==> run_1/placed.png <==
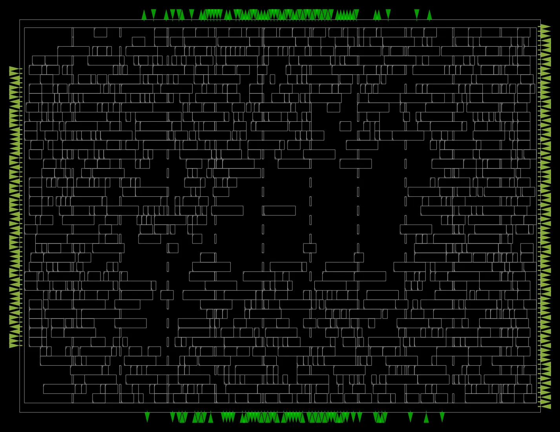
==> run_1/m3.png <==
Scale bar: 50 um.
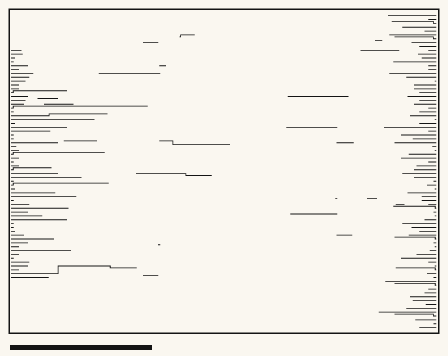
==> run_1/layers.png <==
Scale bar: 50 um.
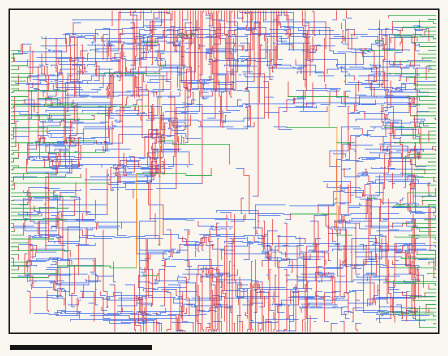
File: src/rtl/axil_master.sv
// axil_master: single-outstanding AXI4-Lite master that turns requester commands into AXI reads/writes.
// Optional response watchdog (TIMEOUT_CYCLES) is built only when AXIL_MASTER_TIMEOUT_EN is defined.
module axil_master #(
  parameter int ADDR_WIDTH     = 32,
  parameter int DATA_WIDTH     = 32,
  parameter int TIMEOUT_CYCLES = 256
) (
  input  logic                    clk,
  input  logic                    resetn,
  input  logic                    cmd_valid,
  output logic                    cmd_ready,
  input  logic                    cmd_write,
  input  logic [ADDR_WIDTH-1:0]   cmd_addr,
  input  logic [DATA_WIDTH-1:0]   cmd_wdata,
  input  logic [DATA_WIDTH/8-1:0] cmd_wstrb,
  output logic                    rsp_valid,
  input  logic                    rsp_ready,
  output logic [DATA_WIDTH-1:0]   rsp_rdata,
  output logic [1:0]              rsp_resp,
  output logic                    rsp_timeout,
  output logic [ADDR_WIDTH-1:0]   m_axi_awaddr,
  output logic                    m_axi_awvalid,
  input  logic                    m_axi_awready,
  output logic [DATA_WIDTH-1:0]   m_axi_wdata,
  output logic [DATA_WIDTH/8-1:0] m_axi_wstrb,
  output logic                    m_axi_wvalid,
  input  logic                    m_axi_wready,
  input  logic [1:0]              m_axi_bresp,
  input  logic                    m_axi_bvalid,
  output logic                    m_axi_bready,
  output logic [ADDR_WIDTH-1:0]   m_axi_araddr,
  output logic                    m_axi_arvalid,
  input  logic                    m_axi_arready,
  input  logic [DATA_WIDTH-1:0]   m_axi_rdata,
  input  logic [1:0]              m_axi_rresp,
  input  logic                    m_axi_rvalid,
  output logic                    m_axi_rready
);

  // state | meaning
  // IDLE  | waiting for a command, cmd_ready high
  // WRITE | AW/W in flight, bready high, waiting for B
  // READ  | AR in flight, rready high, waiting for R
  // RESP  | response held on rsp_* until rsp_ready
  // DRAIN | watchdog fired: response offered, late B/R still to be absorbed

  typedef enum logic [2:0] {
    S_IDLE,
    S_WRITE,
    S_READ,
`ifdef AXIL_MASTER_TIMEOUT_EN
    S_DRAIN,
`endif
    S_RESP
  } state_t;

  if (TIMEOUT_CYCLES < 1) begin : g_timeout_range
    $error("TIMEOUT_CYCLES must be at least 1");
  end

  state_t state_q, state_d;

  logic aw_hs, w_hs, ar_hs, b_hs, r_hs, rsp_hs;

  assign aw_hs  = m_axi_awvalid & m_axi_awready;
  assign w_hs   = m_axi_wvalid  & m_axi_wready;
  assign ar_hs  = m_axi_arvalid & m_axi_arready;
  assign b_hs   = m_axi_bready  & m_axi_bvalid;
  assign r_hs   = m_axi_rready  & m_axi_rvalid;
  assign rsp_hs = rsp_valid     & rsp_ready;

`ifdef AXIL_MASTER_TIMEOUT_EN
  localparam int CNT_W = $clog2(TIMEOUT_CYCLES + 1);

  logic [CNT_W-1:0] to_cnt;
  logic             to_hit;
  logic             rsp_to_q;
  logic             late_ok;
  logic             rsp_ok;

  assign to_hit = (to_cnt == CNT_W'(TIMEOUT_CYCLES));

  // DRAIN may leave once no B/R is still owed and the requester has taken the timeout response
  assign late_ok = !((m_axi_bready & ~m_axi_bvalid) | (m_axi_rready & ~m_axi_rvalid));
  assign rsp_ok  = !rsp_valid | rsp_ready;

  always_ff @(posedge clk or negedge resetn) begin
    if (!resetn) begin
      to_cnt <= '0;
    end else if (state_q == S_WRITE || state_q == S_READ) begin
      if (!to_hit) begin
        to_cnt <= to_cnt + 1'b1;
      end
    end else begin
      to_cnt <= '0;
    end
  end

  assign rsp_timeout = rsp_to_q;
`else
  assign rsp_timeout = 1'b0;
`endif

  always_ff @(posedge clk or negedge resetn) begin
    if (!resetn) begin
      state_q <= S_IDLE;
    end else begin
      state_q <= state_d;
    end
  end

  always_comb begin
    state_d = state_q;
    case (state_q)
      S_IDLE: begin
        if (cmd_valid) begin
          state_d = cmd_write ? S_WRITE : S_READ;
        end
      end
      S_WRITE: begin
        if (b_hs) begin
          state_d = S_RESP;
        end
`ifdef AXIL_MASTER_TIMEOUT_EN
        else if (to_hit) begin
          state_d = S_DRAIN;
        end
`endif
      end
      S_READ: begin
        if (r_hs) begin
          state_d = S_RESP;
        end
`ifdef AXIL_MASTER_TIMEOUT_EN
        else if (to_hit) begin
          state_d = S_DRAIN;
        end
`endif
      end
      S_RESP: begin
        if (rsp_ready) begin
          state_d = S_IDLE;
        end
      end
`ifdef AXIL_MASTER_TIMEOUT_EN
      S_DRAIN: begin
        if (late_ok && rsp_ok) begin
          state_d = S_IDLE;
        end
      end
`endif
      default: state_d = S_IDLE;
    endcase
  end

  assign cmd_ready = resetn & (state_q == S_IDLE);

  // Handshakes retire their own valid/ready regardless of state; the case below only sets them.
  always_ff @(posedge clk or negedge resetn) begin
    if (!resetn) begin
      m_axi_awaddr  <= '0;
      m_axi_awvalid <= 1'b0;
      m_axi_wdata   <= '0;
      m_axi_wstrb   <= '0;
      m_axi_wvalid  <= 1'b0;
      m_axi_bready  <= 1'b0;
      m_axi_araddr  <= '0;
      m_axi_arvalid <= 1'b0;
      m_axi_rready  <= 1'b0;
      rsp_valid     <= 1'b0;
      rsp_rdata     <= '0;
      rsp_resp      <= 2'b00;
`ifdef AXIL_MASTER_TIMEOUT_EN
      rsp_to_q      <= 1'b0;
`endif
    end else begin
      if (aw_hs)  m_axi_awvalid <= 1'b0;
      if (w_hs)   m_axi_wvalid  <= 1'b0;
      if (ar_hs)  m_axi_arvalid <= 1'b0;
      if (b_hs)   m_axi_bready  <= 1'b0;
      if (r_hs)   m_axi_rready  <= 1'b0;
      if (rsp_hs) rsp_valid     <= 1'b0;

      case (state_q)
        S_IDLE: begin
          if (cmd_valid) begin
            if (cmd_write) begin
              m_axi_awaddr  <= cmd_addr;
              m_axi_wdata   <= cmd_wdata;
              m_axi_wstrb   <= cmd_wstrb;
              m_axi_awvalid <= 1'b1;
              m_axi_wvalid  <= 1'b1;
              m_axi_bready  <= 1'b1;
            end else begin
              m_axi_araddr  <= cmd_addr;
              m_axi_arvalid <= 1'b1;
              m_axi_rready  <= 1'b1;
            end
          end
        end
        S_WRITE: begin
          if (b_hs) begin
            rsp_valid <= 1'b1;
            rsp_rdata <= '0;
            rsp_resp  <= m_axi_bresp;
`ifdef AXIL_MASTER_TIMEOUT_EN
            rsp_to_q  <= 1'b0;
          end else if (to_hit) begin
            rsp_valid <= 1'b1;
            rsp_rdata <= '0;
            rsp_resp  <= 2'b10;
            rsp_to_q  <= 1'b1;
`endif
          end
        end
        S_READ: begin
          if (r_hs) begin
            rsp_valid <= 1'b1;
            rsp_rdata <= m_axi_rdata;
            rsp_resp  <= m_axi_rresp;
`ifdef AXIL_MASTER_TIMEOUT_EN
            rsp_to_q  <= 1'b0;
          end else if (to_hit) begin
            rsp_valid <= 1'b1;
            rsp_rdata <= '0;
            rsp_resp  <= 2'b10;
            rsp_to_q  <= 1'b1;
`endif
          end
        end
        default: ;
      endcase
    end
  end

endmodule

File: config.mk
export PLATFORM = sky130hd
export DESIGN_NAME = axil_master
export DESIGN_NICKNAME = d
export VERILOG_FILES = /design/src/rtl/axil_master.sv
export SDC_FILE = /design/constraint.sdc
export NUM_CORES = 1
export LEC_CHECK = 0
export ABC_AREA = 1
export ABC_CLOCK_PERIOD_IN_PS = 3170
export CORE_ASPECT_RATIO = 0.75
export CORE_UTILIZATION = 35
export CTS_CLUSTER_SIZE = 12
export DETAILED_ROUTE_END_ITERATION = 16
export PLACE_DENSITY = 0.69
export SLEW_MARGIN = 20
export SYNTH_ARGS = -nofsm -noshare
export SYNTH_HDL_FRONTEND = slang
export SYNTH_SLANG_ARGS = --single-unit
File: constraint.sdc
create_clock -name clk -period 3.17 [get_ports clk]
set_input_delay 0.634 -clock clk [delete_from_list [all_inputs] [get_ports clk]]
set_output_delay 0.634 -clock clk [all_outputs]
set_load 0.02 [all_outputs]
==> flow_summary_export.csv, run 1 <==
group,metric,value,unit
setup_path,regToRegSetupSlack,0.62,ns
layout,layout_top_cell_excl_fill_tap,"clkdlybuf4s50_1",
setup_path,cpLargestDelayFamily,"buffers and inverters",
final_timing,maxSlewHeadroom,37.1,%
layout,clockNetworkAreaShare,6.71,%
logic_synthesis,synth_flop_count,142,
final_timing,hold_viol_final,0,
setup_path,cp-endpoint,"cmd_ready",
grt,groute.layer.met1.usage,25.4,%
power_and_ir_drop,power.ir.vdd_worst,553,uV
setup_path,critPathRequiredTime,2.54,ns
logic_synthesis,yosysUniqueCellTypes,20,
layout,logic_area,0.00178,mm2
layout,most-common-layout-cells,"clkdlybuf4s50_1 (253), nand2_1 (219), dfrtp_1 (142)",
detailed_routing,drc,0,
die,floorplan.die_area,0.0172,mm2
clock_tree,hold_buffers,0,
setup_path,critical_path.cell_chain,"inv_1 -> ha_1 -> nand2_1 -> inv_1 -> clkdlybuf4s50_1",
clock_tree,cts-htree-levels,4,
layout,nMultiInputCombCells,379,
die,dieWidth,151,um
logic_synthesis,seq_area_frac_synth,60.9,%
clock_tree,numCtsBuffers,17,
final_timing,worst_pin_slew,0.942,ns
setup_path,cp-start-kind,"flop",
grt,use_met2,27.7,%
logic_synthesis,yosys_warnings,0,
die,num_tap_cells,210,
layout,drive_above_1_share,4.91,%
status,run_status,"completed",
setup_path,critical_path_cell_count,5,
clock_tree,cts_tree,"done",
detailed_routing,highest-signal-layer,"met4",
logic_synthesis,post_synth_tally_of_flip_flops_with_integrated_enable,0,
setup_path,crit_buf_inv,3,
final_timing,layout_worst_path_cycle_share,86.0,%
layout,insertedDiodeCount,0,
layout,nNonClkBuffers,261,
power_and_ir_drop,report.power.total,9.11,mW
logic_synthesis,synthCells,639,
setup_path,worst_path_largest_cell_delay,0.60,ns
final_timing,achievable-frequency,367,MHz
final_timing,clock-skew-final,0.00789,ns
grt,first_global_vias,4698,
clock_tree,clk_latency,0.42,ns
setup_path,crit_path_top_delay_cell,"clkdlybuf4s50_1",
die,fp-utilization,36.1,%
die,fp-row-count,40,
final_timing,timing.final.max_slew_violations,0,
placement,place_congestion,0.750,
final_timing,fin_crit,2.73,ns
power_and_ir_drop,leakage,4.41,nW
grt,grt_pass1_wl,24900,um
placement,port-buffer-count,254,
clock_tree,clockBufferDepth,2,
logic_synthesis,post_synth_instance_area,0.00584,mm2
flow_run,openroad.warnings,33,
detailed_routing,met3_length,1420,um
grt,grt_max_degree,143,
clock_tree,clock-root-buffer,"clkbuf_16",
flow_run,max_cap_violations,0,
detailed_routing,vias_per_cell,4.47,
setup_path,cp-startpoint,"state_q[0]",
clock_tree,cts_resized,0,
power_and_ir_drop,powerDensity,996,mW/mm2
detailed_routing,drt_first_pass_iters,6,
layout,layout.buffer.nonclock.area_share,28.7,%
placement,detailedPlacementHpwl,10700,um
setup_path,cp_data_arrival_time,2.09,ns
setup_path,worst_r2r_endpoint,"rsp_rdata[21]",
layout,synthToLayoutAreaGrowth,56.6,%
worst_hold_path,hold_path.class,"primary input to async pin",
layout,area.share.combinational,19.5,%
setup_path,crit-reg2reg-launch,"state_q[0]",
final_timing,finalSetupTns,0,ns
die,ioPinCount,256,
layout,regArea,0.00355,mm2
layout,largest_class,"sequential cells",
clock_tree,cts.reportedPaths.clkPinSlew,0.06,ns
layout,inv_count,82,
detailed_routing,route.layer.met1.wl,7320,um
grt,overflow,0,
clock_tree,cts_setup_buffers,0,
logic_synthesis,fp_nets,759,
die,core-area,0.0162,mm2
logic_synthesis,ys_cells,639,
final_timing,rsz_0062_raised_after_global_routing,"false",
final_timing,total_setup_violations_reported_at_the_end_of_the_flow,0,
setup_path,critPathMaxFanout,6,
layout,seq_cells,142,
logic_synthesis,dominantRegCellSynth,"dfrtp_1",
layout,post_layout_net_count,1003,
setup_path,timing.reg2reg.worst_path_depth,7,
detailed_routing,detailedRoute.firstIterationViolations,343,
setup_path,crit_type,"flop to output pin",
clock_tree,clkSinkCount,142,
grt,number_of_antenna_violations_at_the_first_check_in_global_routing,0,
Back to the opening pictures, placed.png:
filler cell count in the final layout: 1462
Final Core Density: 56.6%
number of standard cells in the final layout excluding fillers: 1106
fraction of standard cell area that is sequential: 38.9%

Back to the opening pictures, m3.png:
main direction = horizontal
nets with wire on the layer = 152
final WL: 15600 um
met3 global-route usage: 7.08%
count of vias placed by the detailed router: 4946

Back to the opening pictures, layers.png:
green -> M3  # wire length 1420 um
orange -> M4  # wire length 146 um
red -> M2  # wire length 6750 um
blue -> M1  # wire length 7320 um
drt wl/cell: 14.1 um
global-route usage over all layers: 18.7%

run 1: Yosys cell counts (4+ instances only):
master / instances / share of area, %
buf_6: 4 / 0.77
nand2_1: 219 / 14
inv_1: 82 / 5.3
buf_4: 5 / 0.64
buf_2: 17 / 1.5
nand3b_1: 32 / 4.1
dfrtp_1: 142 / 61
ha_1: 6 / 1.3
o21ai_1: 4 / 0.34
clkbuf_1: 9 / 0.58
o21ai_0: 104 / 8.9
run 1: sequential cells by signal, indices dropped and copies added, names as in the netlist, 2 cells and up:
name          count
m_axi_wdata      32
state_q           2
m_axi_wstrb       4
rsp_resp          2
m_axi_araddr     32
m_axi_awaddr     32
rsp_rdata        32
run 1: power breakdown:
part | total [mW] | switching (mW) | leakage [nW] | internal, mW
Sequential | 2.94 | 0.394 | 1.81 | 2.55
Clock | 2.08 | 0.831 | 0.296 | 1.25
Combinational | 4.09 | 2.28 | 2.30 | 1.81
run 1: stage by stage:
| step | setup slack [ns] | hold WS, ns | area, um2 | instances | utilization [%] |
|---|---|---|---|---|---|
| after floorplan | 1.59 | 0.338 | 5840 | 639 | - |
| after global placement | 0.410 | 0.455 | 8530 | 1074 | 52.8 |
| after detailed placement | 0.361 | 0.458 | 8530 | 1074 | 52.8 |
| after CTS | 0.405 | 0.384 | 9140 | 1106 | 56.6 |
| after global routing | 0.309 | 0.394 | 9140 | 1106 | 56.6 |
| final | 0.443 | 0.337 | 9140 | 1106 | 56.6 |
run 1: kinds of logic after synthesis:
family          count (synthesis)  share of synthesized area (%)
simple gates                  258                           18.9
flops                         142                           60.9
buf+inv                       118                           8.81
compound gates                114                           10.0
fa+ha+maj                       6                           1.29
other cells                     1                         0.0642
==> run_1/sizing.png <==
Scale bar: 50 um.
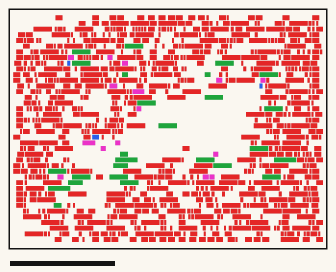

## Run 2: what changed since run 1
Settings changed: ABC_AREA 1 to not set, DONT_BUFFER_PORTS set to 1, PLACE_DENSITY 0.69 to not set.
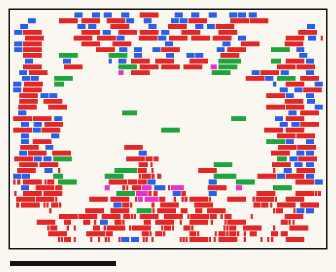
(run_2/sizing.png)
Scale bar: 50 um.
magenta -> x3 and x4  # cells 9
blue -> x2  # cells 110
green -> x6 and larger  # cells 27
red -> x1 and smaller  # cells 272
synth-to-layout area growth: 14.9%
non-clock buffer count: 4

==> run 2 against run 1 <==
  * The run now ends with negative hold slack left
  * Synthesized cell count decreased by 37%
  * Clock skew is 0.0031 ns lower
  * Critical path depth is 2 higher
  * Maximum frequency increased by 15%
  * Final cell count shrank 43%
  * Die size is 2.3% lower
  * Flip-flop count unchanged
  * Combinational power fell by about 60%
  * Critical endpoint is now rsp_rdata[11]
  * Largest cell class unchanged
  * Largest power group is now registers
==> flow_summary_export.csv, run 2 <==
group,metric,value,unit
power_and_ir_drop,seq-power,4.45,mW
final_timing,achievable-frequency,423,MHz
logic_synthesis,synthesis.area_per_instance,14.3,um2
logic_synthesis,synth.mux.area_fraction,26.5,%
detailed_routing,vias_per_cell,4.77,
logic_synthesis,synth_flop_count,142,
die,dieWidth,149,um
logic_synthesis,post_synth_xor_area_fraction,0,%
final_timing,rsz_0062_raised_after_global_routing,"false",
detailed_routing,route.layer.met1.wl,4580,um
grt,grt_max_degree,144,
clock_tree,cts-htree-levels,4,
final_timing,worst_pin_slew,0.638,ns
setup_path,crit-reg2reg-launch,"state_q[0]",
logic_synthesis,netlist.top_cell.by_instances,"dfrtp_1",
power_and_ir_drop,comb_power_share,20.2,%
grt,overflow,0,
die,die_height,113,um
power_and_ir_drop,power_leader,"registers",
layout,post_layout_net_count,525,
power_and_ir_drop,powerDensity,1240,mW/mm2
power_and_ir_drop,switching_share,38.9,%
final_timing,maxSlewHeadroom,57.5,%
setup_path,cp-endpoint,"rsp_rdata[11]",
clock_tree,clock-root-buffer,"clkbuf_16",
grt,number_of_antenna_violations_at_the_first_check_in_global_routing,0,
power_and_ir_drop,power.ir.vdd_worst,516,uV
clock_tree,cts_tree,"done",
detailed_routing,routed_wirelength,11200,um
power_and_ir_drop,combinationalPower,1.64,mW
power_and_ir_drop,report.power.total,8.14,mW
logic_synthesis,ys_top_cells_by_count,"dfrtp_1 (142), mux2_2 (105), inv_1 (42), mux2i_1 (33), nand2_1 (32)",
logic_synthesis,dominantRegCellSynth,"dfrtp_1",
logic_synthesis,yosysUniqueCellTypes,27,
detailed_routing,detailroute.via_count,2998,
power_and_ir_drop,leakage,2.89,nW
logic_synthesis,fp_nets,520,
status,failed_checks,"negative hold slack",
final_timing,finalSetupTns,0,ns
grt,grt.total_usage,13.9,%
power_and_ir_drop,clock_network_fraction_of_total_power,25.1,%
layout,most-common-layout-cells,"dfrtp_1 (142), mux2_2 (105), inv_1 (42)",
layout,drive_above_1_share,34.9,%
final_timing,hold_viol_final,142,
placement,detailedPlacementHpwl,7890,um
clock_tree,cts.reportedPaths.clkPinSlew,0.06,ns
flow_run,openroad.warnings,35,
clock_tree,numCtsBuffers,17,
logic_synthesis,post_synth_tally_of_flip_flops_with_integrated_enable,0,
logic_synthesis,ys_cells,400,
die,core-area,0.0160,mm2
final_timing,clock-skew-final,0.00474,ns
final_timing,fin_hold_ws,-0.0857,ns
detailed_routing,route.detailed.wl_per_inst,17.9,um
worst_hold_path,hold_path.class,"primary input to async pin",
logic_synthesis,simple_gate_area_share,3.20,%
setup_path,regToRegSetupSlack,0.81,ns
detailed_routing,detailedRoute.firstIterationViolations,75,
detailed_routing,drtAntennaViolNets,0,
setup_path,critPathMaxFanout,33,
logic_synthesis,seq_area_frac_synth,62.3,%
logic_synthesis,post_synth_instance_area,0.00571,mm2
layout,layout_top_cell_excl_fill_tap,"dfrtp_1",
logic_synthesis,synthCells,400,
die,fp-utilization,35.7,%
grt,grt_pass1_wl,17600,um
layout,num-fill-cells,1430,
logic_synthesis,synth.logic.top_family,"multiplexers",
setup_path,worst_r2r_endpoint,"rsp_rdata[11]",
final_timing,timing.final.max_slew_violations,0,
logic_synthesis,yosys.area_share.adder,1.32,%
power_and_ir_drop,p_int,4.97,mW
detailed_routing,highest-signal-layer,"met4",
status,run_status,"finished with violations",
power_and_ir_drop,clock_net_power,2.04,mW
power_and_ir_drop,p_switching,3.17,mW
grt,first_global_vias,3324,
clock_tree,clkSinkCount,142,
setup_path,crit_type,"flop to flop",
die,fp-row-count,40,
final_timing,fin_crit,2.36,ns
detailed_routing,drt_first_pass_iters,4,
flow_run,max_cap_violations,0,
setup_path,timing.reg2reg.worst_path_depth,7,
grt,use_met2,20.9,%
die,floorplan.die_area,0.0168,mm2
logic_synthesis,yosys_warnings,0,
final_timing,layout_worst_path_cycle_share,74.5,%
logic_synthesis,ys_sh_aoi,1.97,%
placement,port-buffer-count,0,
logic_synthesis,area_leaders,"dfrtp_1 (62%), mux2_2 (21%), mux2i_1 (5.8%)",
power_and_ir_drop,share_seq_of_total_power,54.7,%
die,ioPinCount,256,
grt,grt_util_met3,8.09,%
setup_path,cp-startpoint,"state_q[0]",
detailed_routing,drc,0,
detailed_routing,detailroute.wirelength.met2,5180,um
setup_path,cp-start-kind,"flop",
final_timing,total_setup_violations_reported_at_the_end_of_the_flow,0,
clock_tree,cts_resized,0,
setup_path,cp_data_arrival_time,2.69,ns
layout,insertedDiodeCount,0,
placement,place_congestion,0.725,
logic_synthesis,synth_largest_type_area_fraction,62.3,%
clock_tree,clockBufferDepth,2,
detailed_routing,met3_length,1340,um
logic_synthesis,largest_area_cell,"dfrtp_1",
clock_tree,clk_latency,0.41,ns
grt,groute.layer.met1.usage,16.0,%
setup_path,critPathRequiredTime,3.50,ns
[run 2: cell count changes in the layout (fill, tap and decap cells not counted), sizes merged, moves of 2 or more]
| cell | previous run | this run |
|---|---|---|
| o21bai | 2 | 0 |
| nand2b | 0 | 2 |
| mux2i | 0 | 33 |
| nand3b | 32 | 1 |
| o21ai | 108 | 5 |
| clkinv | 7 | 4 |
| a21boi | 0 | 2 |
| clkbuf | 17 | 23 |
| inv | 85 | 42 |
| mux2 | 0 | 105 |
| nand3 | 4 | 2 |
| clkdlybuf4s50 | 253 | 0 |
| nand2 | 220 | 32 |
| buf | 8 | 4 |
[run 2: critical path, cell delays in order, from the launching register on]
cell,delay (ns)
dfrtp_1,0.42
inv_1,0.12
ha_1,0.18
buf_4,0.32
nand3_1,0.19
a21oi_4,0.56
buf_12,0.27
mux2i_1,0.21
[run 2: repair_timing]
action | CTS | global route
hold endpoints to repair | 142 | 142
endpoints found under the setup margin | 0 | 0
setup buffers | 0 | 0
[run 2: cell type report]
| cell class | count | area, um2 | area share [%] |
|---|---|---|---|
| multi-input combinational | 198 | 1890 | 28.9 |
| inverter | 42 | 158 | 2.40 |
| clock buffer | 23 | 488 | 7.44 |
| timing repair buffer | 4 | 67.6 | 1.03 |
| tap | 210 | 263 | 4.01 |
| sequential | 142 | 3550 | 54.2 |
| clock inverter | 9 | 133 | 2.02 |
[run 2: stage by stage]
| stage | cells | util (%) | instance area, um2 | setup slack (ns) |
|---|---|---|---|---|
| after floorplan | 400 | - | 5710 | 1.41 |
| after global placement | 596 | 37.2 | 5940 | 0.903 |
| after detailed placement | 596 | 37.2 | 5940 | 0.784 |
| after CTS | 628 | 41.1 | 6560 | 0.781 |
| after global routing | 628 | 41.1 | 6560 | 0.586 |
| final | 628 | 41.1 | 6560 | 0.808 |
==> run_2/placed.png <==
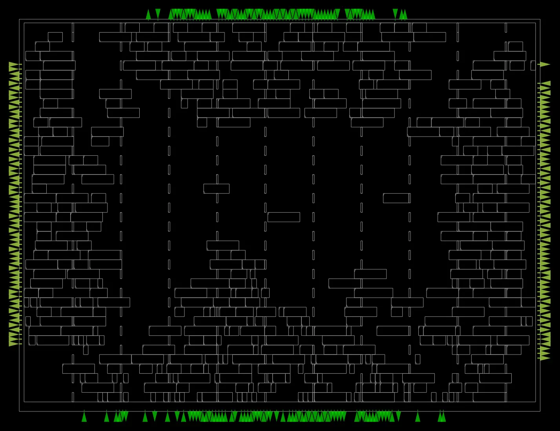

## Run 3: what changed since run 2
Settings changed: ABC_CLOCK_PERIOD_IN_PS 3170 to 2000.
Clock period 3.17 ns to 2 ns, I/O delays scaled along.
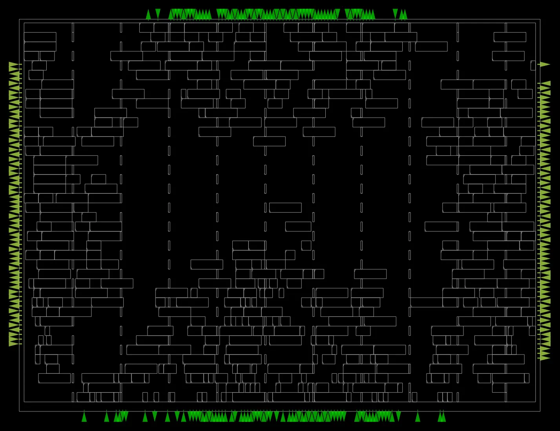
(run_3/placed.png)
row cnt: 40
Final Core Density: 40.7%
number of standard cells in the final layout excluding fillers: 630
sequential cell count: 142

==> run 3 against run 2 <==
  * The flow still finishes with violations (negative hold slack)
  * Maximum frequency increased by 21%
  * Non-clock buffer count grew 5
  * Utilization is 0.34 points lower
  * Critical endpoint is now state_q[0]
  * Largest power group unchanged
==> flow_summary_export.csv, run 3 <==
group,metric,value,unit
layout,insertedDiodeCount,0,
grt,grt_max_degree,144,
final_timing,layout_worst_path_cycle_share,97.3,%
logic_synthesis,yosys_warnings,0,
clock_tree,clkSinkCount,142,
detailed_routing,drt_first_pass_iters,4,
setup_path,cp-start-kind,"flop",
clock_tree,cts-htree-levels,4,
clock_tree,cts.reportedPaths.clkPinSlew,0.06,ns
setup_path,critical_path.cell_chain,"inv_1 -> ha_1 -> a21boi_4 -> a2111oi_2 -> mux2_2",
power_and_ir_drop,leakage,2.86,nW
die,die_height,113,um
detailed_routing,routed_wirelength,11400,um
setup_path,critPathRequiredTime,2.29,ns
grt,grt.total_usage,14.1,%
final_timing,hold_viol_final,142,
logic_synthesis,dominantRegCellSynth,"dfrtp_1",
layout,most-common-layout-cells,"dfrtp_1 (142), mux2_2 (105), inv_1 (42)",
clock_tree,numCtsBuffers,17,
status,failed_checks,"negative hold slack",
die,dieWidth,149,um
placement,placedInstanceArea,0.00597,mm2
clock_tree,clk_latency,0.41,ns
setup_path,crit_buf_inv,1,
flow_run,max_cap_violations,0,
die,ioPinCount,256,
logic_synthesis,synthCells,400,
placement,placed_cells,601,
final_timing,fin_crit,1.95,ns
placement,post-place-ws,0.0916,ns
clock_tree,clockBufferDepth,2,
status,run_status,"finished with violations",
final_timing,setup_ws,0.0535,ns
logic_synthesis,area_leaders,"dfrtp_1 (62%), mux2_2 (21%), mux2i_1 (5.8%)",
final_timing,achievable-frequency,514,MHz
power_and_ir_drop,power.ir.vdd_worst,755,uV
setup_path,timing.reg2reg.worst_path_depth,5,
setup_path,crit_type,"flop to flop",
final_timing,total_setup_violations_reported_at_the_end_of_the_flow,0,
grt,grt_pass1_wl,17900,um
logic_synthesis,post_synth_instance_area,0.00571,mm2
setup_path,cp_data_arrival_time,2.23,ns
grt,groute.layer.met1.usage,16.3,%
die,floorplan.die_area,0.0168,mm2
grt,use_met2,21.8,%
placement,port-buffer-count,0,
placement,detailedPlacementHpwl,8060,um
final_timing,fin_hold_ws,-0.315,ns
setup_path,critPathMaxFanout,5,
detailed_routing,drc,0,
final_timing,timing.final.max_slew_violations,0,
logic_synthesis,seq_area_frac_synth,62.3,%
power_and_ir_drop,report.power.total,12.6,mW
final_timing,clock-skew-final,0.00867,ns
grt,grt_util_met3,6.91,%
grt,first_global_vias,3346,
logic_synthesis,synth_largest_type_area_fraction,62.3,%
setup_path,cpLargestDelayFamily,"AND-OR/OR-AND gates",
detailed_routing,vias_per_cell,4.80,
logic_synthesis,yosysUniqueCellTypes,27,
==> run 3: cell counts after synthesis <==
No cell type changed its count.
==> run 3: final timing paths <==
| path | to | from | slack, ns |
|---|---|---|---|
| worst max-delay path | state_q[0] | state_q[0] | 0.05 |
| worst min-delay path | rsp_rdata[24] | resetn | -0.31 |
| worst max register to register | state_q[0] | state_q[0] | 0.05 |
| worst min register to register | state_q[0] | state_q[0] | 0.63 |
| max in group asynchronous | m_axi_araddr[17] | resetn | 2.16 |
| min in group clk | m_axi_awvalid | m_axi_awready | 0.08 |
==> run 3: cells by family (layout without fill, tap and decap cells) <==
logic type | Yosys count | in the layout | synth area share [%]
AOI/OAI and AO/OA | 13 | 13 | 1.97
adders and majority gates | 6 | 6 | 1.32
buffers and inverters | 60 | 80 | 4.65
DFF | 142 | 142 | 62.3
muxes | 138 | 138 | 26.5
other | 1 | 1 | 0.0657
and+or+nand+nor | 40 | 40 | 3.20
==> run 3: timing repair <==
action,4_1_cts,5_1_grt
hold endpoints to repair,142,142
endpoints found under the setup margin,1,0
buffers inserted,0,0
resized,2,0
==> run 3: report_power, final <==
| group | switching, mW | total [mW] | internal, mW |
|---|---|---|---|
| Clock | 1.12 | 2.80 | 1.69 |
| Combinational | 1.15 | 2.71 | 1.55 |
| Sequential | 2.76 | 7.04 | 4.28 |
| Total | 5.03 | 12.6 | 7.53 |
==> run 3: cell type report <==
cell class | instances | area [um2]
clock buffer | 23 | 488
clock inverter | 6 | 37.5
fill | 1458 | 9460
inverter | 42 | 158
multi-input combinational | 198 | 1900
sequential | 142 | 3550
tap | 210 | 263
timing repair buffer | 9 | 105
==> run 3: routing by layer <==
layer  vias to the layer above  routed length, um
met2                       151               5430
met4                         0                223
met5                         -                  0
met3                        17               1300
met1                      1515               4490
li1                       1341                  -
Power is estimated from default activity; no workload was simulated.
